### config.mk
export PLATFORM = sky130hd
export DESIGN_NAME = paced_queue_reader
export DESIGN_NICKNAME = d
export VERILOG_FILES = /design/src/rtl/paced_queue_reader.sv
export SDC_FILE = /design/constraint.sdc
export NUM_CORES = 1
export LEC_CHECK = 0
export ABC_AREA = 1
export CORE_ASPECT_RATIO = 2
export CORE_MARGIN = 1.5
export CORE_UTILIZATION = 25
export DETAILED_ROUTE_END_ITERATION = 7
export SYNTH_ARGS = -nofsm -noshare
export SYNTH_HDL_FRONTEND = slang
export SYNTH_SLANG_ARGS = --single-unit
### constraint.sdc
create_clock -name clk -period 2.6 [get_ports clk]
set_input_delay 0.26 -clock clk [delete_from_list [all_inputs] [get_ports clk]]
set_output_delay 0.26 -clock clk [all_outputs]
set_load 0.02 [all_outputs]
### src/rtl/paced_queue_reader.sv
// ---------------------------------------------------------------------------
// paced_queue_reader
//
// Consumer end of the sample queue. The producer pushes DATA_W-bit samples
// into a circular buffer; the block pops them at a fixed pace of at most one
// pop per INTERVAL cycles. Each popped sample is held on a valid/ready output
// until downstream accepts it. Backpressure stretches the pace and never
// drops stored data.
//
// Ports:
//   clk        single clock, all state updates on the rising edge
//   rst        asynchronous, active-high reset
//   wr_en      producer push strobe
//   wr_data    sample to push
//   wr_full    high while the buffer holds DEPTH samples
//   rx_valid   a popped sample is held on rx_data
//   rx_data    popped sample
//   rx_ready   downstream accepts rx_data
//   count      current buffer occupancy (registered)
//   overflow   one-cycle pulse, a push was dropped because the buffer was full
//   underflow  one-cycle pulse, a pop slot found the buffer empty
// ---------------------------------------------------------------------------
module paced_queue_reader #(
   parameter int DATA_W   = 8,
   parameter int DEPTH    = 16,
   parameter int INTERVAL = 2
) (
   input  logic                       clk,
   input  logic                       rst,
   input  logic                       wr_en,
   input  logic [DATA_W-1:0]          wr_data,
   output logic                       wr_full,
   output logic                       rx_valid,
   output logic [DATA_W-1:0]          rx_data,
   input  logic                       rx_ready,
   output logic [$clog2(DEPTH):0]     count,
   output logic                       overflow,
   output logic                       underflow
);

   localparam int PTR_W  = $clog2(DEPTH);
   localparam int CNT_W  = PTR_W + 1;
   localparam int PCNT_W = (INTERVAL > 1) ? $clog2(INTERVAL) : 1;

   localparam logic [CNT_W-1:0]  CNT_FULL  = CNT_W'(DEPTH);
   localparam logic [PCNT_W-1:0] PCNT_LAST = PCNT_W'(INTERVAL - 1);

   typedef enum logic {
      ST_WAIT,
      ST_PRESENT
   } state_t;

   logic [DATA_W-1:0] mem [DEPTH];

   state_t            state_q,     state_d;
   logic [PTR_W-1:0]  rptr_q,      rptr_d;
   logic [PTR_W-1:0]  wptr_q,      wptr_d;
   logic [PCNT_W-1:0] pcnt_q,      pcnt_d;
   logic [CNT_W-1:0]  count_q,     count_d;
   logic              rx_valid_q,  rx_valid_d;
   logic [DATA_W-1:0] rx_data_q,   rx_data_d;
   logic              overflow_q,  overflow_d;
   logic              underflow_q, underflow_d;

   logic              full;
   logic              push_ok;
   logic              pop;

   assign full      = (count_q == CNT_FULL);
   assign wr_full   = full;
   assign rx_valid  = rx_valid_q;
   assign rx_data   = rx_data_q;
   assign count     = count_q;
   assign overflow  = overflow_q;
   assign underflow = underflow_q;

   // Sample storage. No reset: contents are meaningless until written, and
   // the full check uses the registered count, so a push in the same cycle
   // as a pop from a full buffer is still dropped.
   always_ff @(posedge clk) begin
      if (push_ok) begin
         mem[wptr_q] <= wr_data;
      end
   end

   // Next-state logic for the pacing FSM, pointers and occupancy. In WAIT
   // the pace counter runs and a slot fires on its last value; a slot with
   // data loads the output register and moves to PRESENT, which parks the
   // pace counter at zero until the handshake so the next slot is always a
   // full INTERVAL after the sample was taken.
   always_comb begin
      state_d     = state_q;
      rptr_d      = rptr_q;
      wptr_d      = wptr_q;
      pcnt_d      = pcnt_q;
      rx_valid_d  = rx_valid_q;
      rx_data_d   = rx_data_q;
      overflow_d  = 1'b0;
      underflow_d = 1'b0;
      pop         = 1'b0;

      push_ok    = wr_en && !full;
      overflow_d = wr_en && full;

      case (state_q)
         ST_WAIT: begin
            if (pcnt_q == PCNT_LAST) begin
               pcnt_d = '0;
               if (count_q != '0) begin
                  pop        = 1'b1;
                  rx_data_d  = mem[rptr_q];
                  rx_valid_d = 1'b1;
                  state_d    = ST_PRESENT;
               end else begin
                  underflow_d = 1'b1;
                  rx_data_d   = '0;
               end
            end else begin
               pcnt_d = pcnt_q + PCNT_W'(1);
            end
         end
         ST_PRESENT: begin
            pcnt_d = '0;
            if (rx_valid_q && rx_ready) begin
               rx_valid_d = 1'b0;
               state_d    = ST_WAIT;
            end
         end
         default: begin
            state_d = ST_WAIT;
         end
      endcase

      if (push_ok) begin
         wptr_d = wptr_q + PTR_W'(1);
      end
      if (pop) begin
         rptr_d = rptr_q + PTR_W'(1);
      end
      count_d = count_q + CNT_W'(push_ok) - CNT_W'(pop);
   end

   // State register. Reset clears everything at once, dropping any buffered
   // samples without raising a status pulse.
   always_ff @(posedge clk or posedge rst) begin
      if (rst) begin
         state_q     <= ST_WAIT;
         rptr_q      <= '0;
         wptr_q      <= '0;
         pcnt_q      <= '0;
         count_q     <= '0;
         rx_valid_q  <= 1'b0;
         rx_data_q   <= '0;
         overflow_q  <= 1'b0;
         underflow_q <= 1'b0;
      end else begin
         state_q     <= state_d;
         rptr_q      <= rptr_d;
         wptr_q      <= wptr_d;
         pcnt_q      <= pcnt_d;
         count_q     <= count_d;
         rx_valid_q  <= rx_valid_d;
         rx_data_q   <= rx_data_d;
         overflow_q  <= overflow_d;
         underflow_q <= underflow_d;
      end
   end

endmodule

==> run_1/sizing.png <==
The bar under the picture is 20 um long.
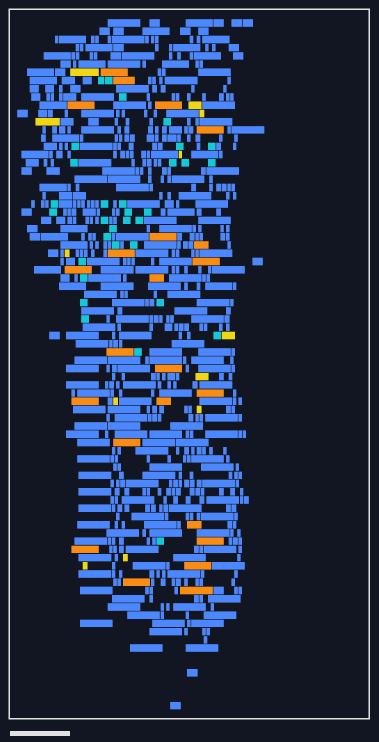
blue -> x1 and smaller  # cells 633, share 90%, most used nand2_1
orange -> x6 and larger  # cells 23, share 3.3%, most used clkbuf_16
cyan -> x3 and x4  # cells 32, share 4.6%, most used buf_4
yellow -> x2  # cells 12, share 1.7%, most used clkinv_2

==> run_1/pinout.png <==
Pins as bars across the die edge, other pins in gray.
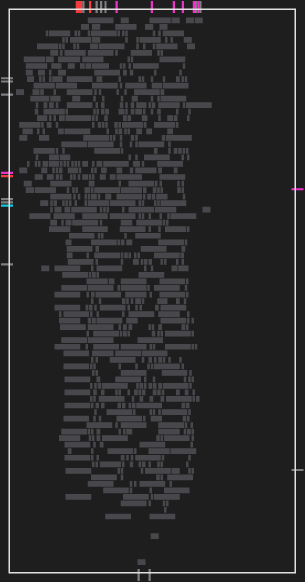
cyan -> overflow  # pins 1, direction output, edge west
magenta -> rx_data  # pins 8, direction output, edge 6 north, 1 west, 1 east
red -> count  # pins 5, direction output, edge 4 north, 1 west

==> flow_summary.ini, run 1 <==
; physical design summary
[drt]
detail_route.vias_per_cell = 4.24
drt_wl_total_um = 16200
ant_nets = 0
wl_per_cell_um = 15.5
first_pass_iters = 5
drc_errors = 0
dr_total_vias = 4423
drtIter0Drc = 316

[run]
warnings = 30
cap_violations = 0

[setup_path]
r2r_setup_slack_ns = 0.20
endpoint_kind = flip-flop
worstPathArrival_ns = 2.75
cp-start-kind = flip-flop
ff2ff_path_depth = 13
reg2reg_from = count[2]
required_ns = 2.95
worstSetupPathType = reg2reg
crit_path_end = count[4]
r2r_end = count[4]
critical_path_peak_fanout = 3
crit_start = count[2]

[timing]
rsz0062_at_grt = false
layout_setup_ws_ns = 0.200
setup_viol = 0
max-slew-margin-rel_pct = 40.0
setup_tns_ns = 0
tightest_slew_ns = 0.899
fmax_mhz = 417
hold_viol_final = 0
period_used_pct = 92.3
finalMaxSlewViolations = 0
hold_slack_ns = 0.331
min_period_ns = 2.40

[cts]
post_cts_buffers = 0
path_clk_slew_ns = 0.06
clock-root-buffer = clkbuf_16
cts_tree = built
cts_inserted_buffers = 17
cts.sinks = 154
clk_path_buf_depth = 2
htreeDepth = 4

[logic_synthesis]
synthCells = 633
synthTopCellsByCount = nand2_1, edfxtp_1, inv_1, nand3_1, nor2_1
muxShareOfSynthArea_pct = 0
largest_area_cell = edfxtp_1
adder_share_pct = 2.36
synth_flops = 154
ys_types = 23
avgSynthCellArea_um2 = 10.5
yosys.stat.seqShare_pct = 67.3
ys_sh_simple_pct = 20.3
synth_top_area_share_pct = 57.6
ys_top_logic_family = simple AND/OR/NAND/NOR gates
netlist_top_cells_area = edfxtp_1, nand2_1, dfrtp_1
netlist_area_um2 = 6680
synthXorXnorAreaFrac_pct = 1.31
synth.most_common_cell = nand2_1
ys.flop_type = edfxtp_1
edf_count = 128
yosys_area_um2 = 6680
async_reset_ff_share_pct = 16.9
fp_nets = 657
yosys_cells = 633
aoi_share_pct = 1.09
ys_warn_count = 0

[layout]
area_growth_syn_to_layout_pct = 20.4
post-route-cell-area_um2 = 8040
fin_util_pct = 30.6
stdcell_count = 1044
fillers = 2758
fin_nets = 711
n_antenna_cell = 0
flop_area_um2 = 4500
logic_area_um2 = 1680
drive_above_1_share_pct = 9.57

[floorplanning]
core.rowCount = 84
coreArea_um2 = 26300
fp_util_pct = 25.4
design.portCount = 29
chip_area_um2 = 27800
die_width_um = 119
chipHeight_um = 234

[pwr]
ir_drop_uv = 848
power_w = 0.00887
p_leak_nw = 3.41
power_density_nw_per_um2 = 1100

[global_routing]
grt_pass1_wl_um = 25300
track_usage_pct = 12.4
antenna_found_initial = 0
grt_pass1_vias = 4614
grt_overflow = 0
grt_max_degree = 70

[placed_design]
placed_area_um2 = 7480
dp.cells = 1012
place_congestion = 0.811
port_buffers = 28
hpwl_um = 11300
dp_slack_ns = 0.177

[hold_path]
min_path_type = in2async

[run_status]
status = finished, final reports clean
==> run_1/m4.png <==
The bar under the picture is 20 um long.
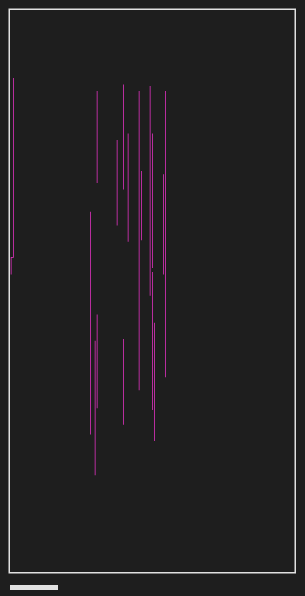
wire length on this layer = 1030 um
longest straight run = 124 um
nets with wire on the layer = 15

==> run_1/clock_nets.png <==
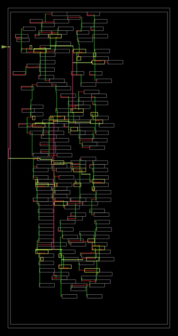
Latency at later pin: 0.43 ns
sequential cell count: 154
Worst Skew: 0.00820 ns

## run 1: registers in the layout, indices dropped and copies added, names as in the netlist
register,cells
underflow,1
pcnt_q,1
rx_valid,1
mem,128
state_q,1
count,5
rptr_q,4
overflow,1
wptr_q,4
rx_data,8
## run 1: cell type report
cell class                      instances  area share (%)
Tap cell                              344            5.35
Clock buffer                           23            6.07
Multi-Input combinational cell        361            20.8
Clock inverter                          9           0.887
Sequential cell                       154            55.9
Timing Repair Buffer                   59            6.53
Inverter                               94            4.42
## run 1: layout by cell type, fill, tap and decap left out, types with 3 or more instances in the layout
cell and count:
clkbuf_16 17, nand3_1 84, clkinv_1 3, ha_1 11, xor2_1 9, nand2_1 206, edfxtp_1 128, clkdlybuf4s50_1 28
o211ai_2 3, dfrtp_1 25, buf_4 30, inv_1 90, nand3b_1 3, clkbuf_8 4, clkinv_2 6, nor2_1 34
o21ai_0 5
## run 1: per-layer routing
metal	global-route usage, %	vias to the layer above	share of wire [%]
met2	24.1	94	58
li1	-	2152	-
met1	10.9	2139	33
met5	0	-	0
met4	9.45	0	6.4
met3	2.55	38	2.6
## run 1: critical path, cell delays in order (launching register included)
cell and delay (ns):
dfrtp_1 0.39, inv_1 0.09, ha_1 0.20, nand4_1 0.13
nand2_1 0.10, inv_1 0.06, ha_1 0.26, inv_1 0.04
ha_1 0.20, fa_2 0.35, a21oi_1 0.15, nor2_1 0.05
nor2_1 0.14, xor2_1 0.16
## run 1: power by group
part	leakage, nW	total [W]	internal (W)	switching, W
clock network	0.280	0.00233	0.00140	0.000924
logic	1.66	0.00324	0.00111	0.00213
registers	1.47	0.00330	0.00309	0.000206
## run 1: what timing repair did
action | in CTS | in global routing
hold buffers | 0 | 0
setup endpoints to repair | 0 | 1
resized | 0 | 1
endpoints found under the hold margin | 0 | 0
==> run 2, diff against run 1 <==
==> constraint.sdc (replaced) <==
create_clock -name clk -period 2.52 [get_ports clk]
set_input_delay 0.252 -clock clk [delete_from_list [all_inputs] [get_ports clk]]
set_output_delay 0.252 -clock clk [all_outputs]
set_load 0.02 [all_outputs]
==> run_2/m4.png <==
The bar under the picture is 20 um long.
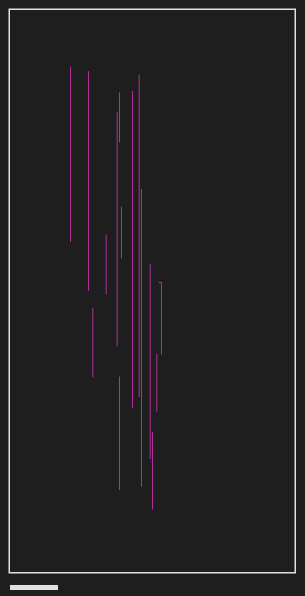
main direction = vertical
wire length on this layer = 960 um
longest straight run = 134 um
share of all routed wire = 6.0%
nets with wire on the layer = 10

==> run_2/sizing.png <==
The bar under the picture is 20 um long.
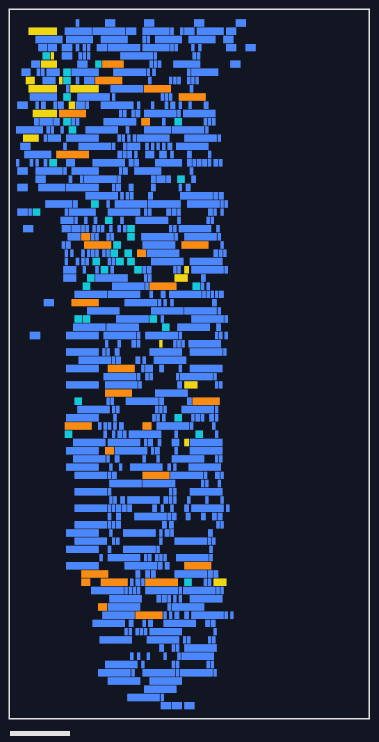
blue -> x1 and smaller  # cells 622, share 89%, most used nand2_1
orange -> x6 and larger  # cells 27, share 3.9%, most used clkbuf_16
cyan -> x3 and x4  # cells 35, share 5.0%, most used buf_4
yellow -> x2  # cells 16, share 2.3%

==> run 2 against run 1 <==
Against the previous run:
- critical path depth did not move
- global-route usage is 0.26 points lower
- area after synthesis did not move
- setup slack got worse by 0.058 ns
- count of clock-buffer cells in the layout down 6
- routed wire length fell by 0.54%
- core utilization up 0.16 points
- sequential share of layout area fell by 0.25 points
- clock skew grew 0.0020 ns
- final area grew 0.51%
- largest cell class unchanged
- largest power group unchanged
- highest routed layer unchanged
==> flow_summary.ini, run 2 <==
; physical design summary
[run_status]
status = finished, final reports clean

[drt]
dr_total_vias = 4343
wl_met2_um = 9420
wl_met1_um = 5220
drtIter0Drc = 241
first_pass_iters = 4
top_layer = met4
drc_errors = 0

[run]
cap_violations = 0
warnings = 30

[cts]
post_cts_resized = 0
cts.sinks = 154
cts_inserted_buffers = 17
htreeDepth = 4
cts_tree = built
clock-root-buffer = clkbuf_16
clk_path_buf_depth = 2
post_cts_buffers = 0
cts_hold_buf = 0
clock_latency_ns = 0.44

[floorplanning]
fp_util_pct = 25.4
chip_area_um2 = 27800
core.rowCount = 84
tap_cells = 344
coreArea_um2 = 26300
die_width_um = 119

[global_routing]
grt_max_degree = 70
track_usage_pct = 12.1
antenna_found_initial = 0
grt_overflow = 0
grt_use_met1_pct = 10.3
use_met2_pct = 24.5
use_met3_pct = 2.48
grt_pass1_wl_um = 24500

[pwr]
switching_share_pct = 37.6
p_clk_share_pct = 27.1
p_leak_nw = 3.40
p_comb_share_pct = 36.0
intPower_w = 0.00583
power_density_nw_per_um2 = 1150
seqPwrFrac_pct = 36.9
power_w = 0.00933
ir_drop_uv = 784

[layout]
area_growth_syn_to_layout_pct = 21.1
final_common_cell = nand2_1
fillers = 2732
fin_nets = 711
logic_area_um2 = 1690
buffer_area_share_pct = 6.50
clkbuf_count = 17
buffers = 59
layout_top_cells = nand2_1, edfxtp_1, inv_1
seq_area_share_pct = 55.6
n_antenna_cell = 0
regMostFlops = mem
comb_share_pct = 20.9
flop-count = 154
inv_count = 94
largest_reg_flops = 128
dominant_cells = flip-flops and latches
flop_area_um2 = 4500

[timing]
finalMaxSlewViolations = 0
tightest_slew_ns = 0.685
layout_setup_ws_ns = 0.142
min_period_ns = 2.38
fmax_mhz = 421
hold_viol_final = 0
setup_viol = 0
clock_skew_ns = 0.0102
hold_slack_ns = 0.163
period_used_pct = 94.4
max-slew-margin-rel_pct = 54.4

[setup_path]
slowest_delay_ns = 0.42
critical_path_peak_fanout = 4
crit_buf_inv = 3
worstPathArrival_ns = 2.74
worstSetupPathType = reg2reg
required_ns = 2.89
cp_top_family = adder cells
endpoint_kind = flip-flop
cp-start-kind = flip-flop

[logic_synthesis]
synth_top_area_share_pct = 57.6
synthCells = 633
largest_area_cell = edfxtp_1
ys.flop_type = edfxtp_1
ys_warn_count = 0
yosys.stat.seqShare_pct = 67.3
fp_nets = 657
async_reset_ff_share_pct = 16.9
synthTopCellsByCount = nand2_1, edfxtp_1, inv_1, nand3_1, nor2_1
avgSynthCellArea_um2 = 10.5
ys_types = 23
yosys_cells = 633

[placed_design]
place_congestion = 0.825
dp_slack_ns = 0.0915
hpwl_um = 11200
port_buffers = 28
==> run_2/pinout.png <==
Pins as bars across the die edge, other pins in gray.
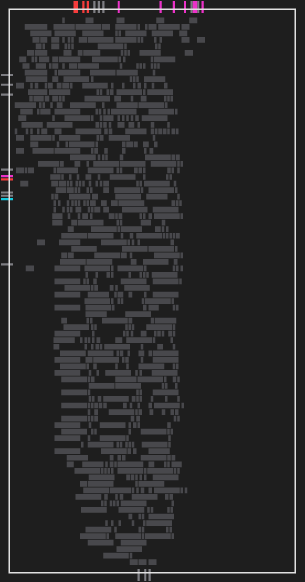
red -> count  # pins 5, direction output, edge 4 north, 1 west
cyan -> overflow  # pins 1, direction output, edge west
magenta -> rx_data  # pins 8, direction output, edge 7 north, 1 west
all pins by edge = 16 north, 10 west, 3 south

[run 2: netlist changes by cell type in the layout (fill, tap and decap cells not counted), moves of 2 or more]
cell        before  now
dfrtp_1         25   23
clkbuf_1         2    0
inv_1           90   88
clkbuf_8         4    0
inv_6            0    7
clkinv_2         6    2
inv_2            1    3
ha_1            11    9
dfrtp_2          1    3
clkinvlp_4       1    4
ha_2             0    2
[run 2: through the flow]
stage	util [%]	setup TNS (ns)	cells	cell area, um2
after CTS	30.6	0	1039	8040
final	30.8	0	1044	8080
after floorplan	-	0	633	6690
after global placement	28.4	0	1007	7450
after detailed placement	28.4	0	1007	7450
after global routing	30.8	-0.00142	1044	8080
[run 2: cell families (layout without fill, tap and decap cells)]
group / Yosys count / count (layout) / synth area share, %
compound gates: 10 / 10 / 1.09
xor+xnor: 10 / 10 / 1.31
fa+ha+maj: 12 / 12 / 2.36
buf+inv: 118 / 185 / 7.63
flops: 154 / 154 / 67.3
simple gates: 329 / 329 / 20.3
[run 2: worst min-delay path: stages]
cell and delay, ns:
clkdlybuf4s50_1 0.39, inv_1 0.05, buf_4 0.31
[run 2: path summary, 6_finish.rpt]
path	from	to	slack, ns	cells after the start
hold / removal	rst	wptr_q[0]	0.16	3
hold reg to reg	pcnt_q	pcnt_q	0.43	1
max in group asynchronous	rst	count[3]	2.08	3
setup reg to reg	count[2]	count[4]	0.14	13
setup / recovery	count[2]	count[4]	0.14	13
min in group clk	wr_en	overflow	0.38	3
[run 2: power groups by stage]
stage,logic (W),clock network (W),registers (W)
3_5_place_dp,0.00333,0,0.00350
4_1_cts,0.00335,0.00257,0.00345
3_3_place_gp,0.00331,0,0.00348
5_1_grt,0.00373,0.00267,0.00349
2_1_floorplan,0.00209,0,0.00353
6_report,0.00336,0.00253,0.00345
No activity file was given, so power comes from the tool's default toggle rates.
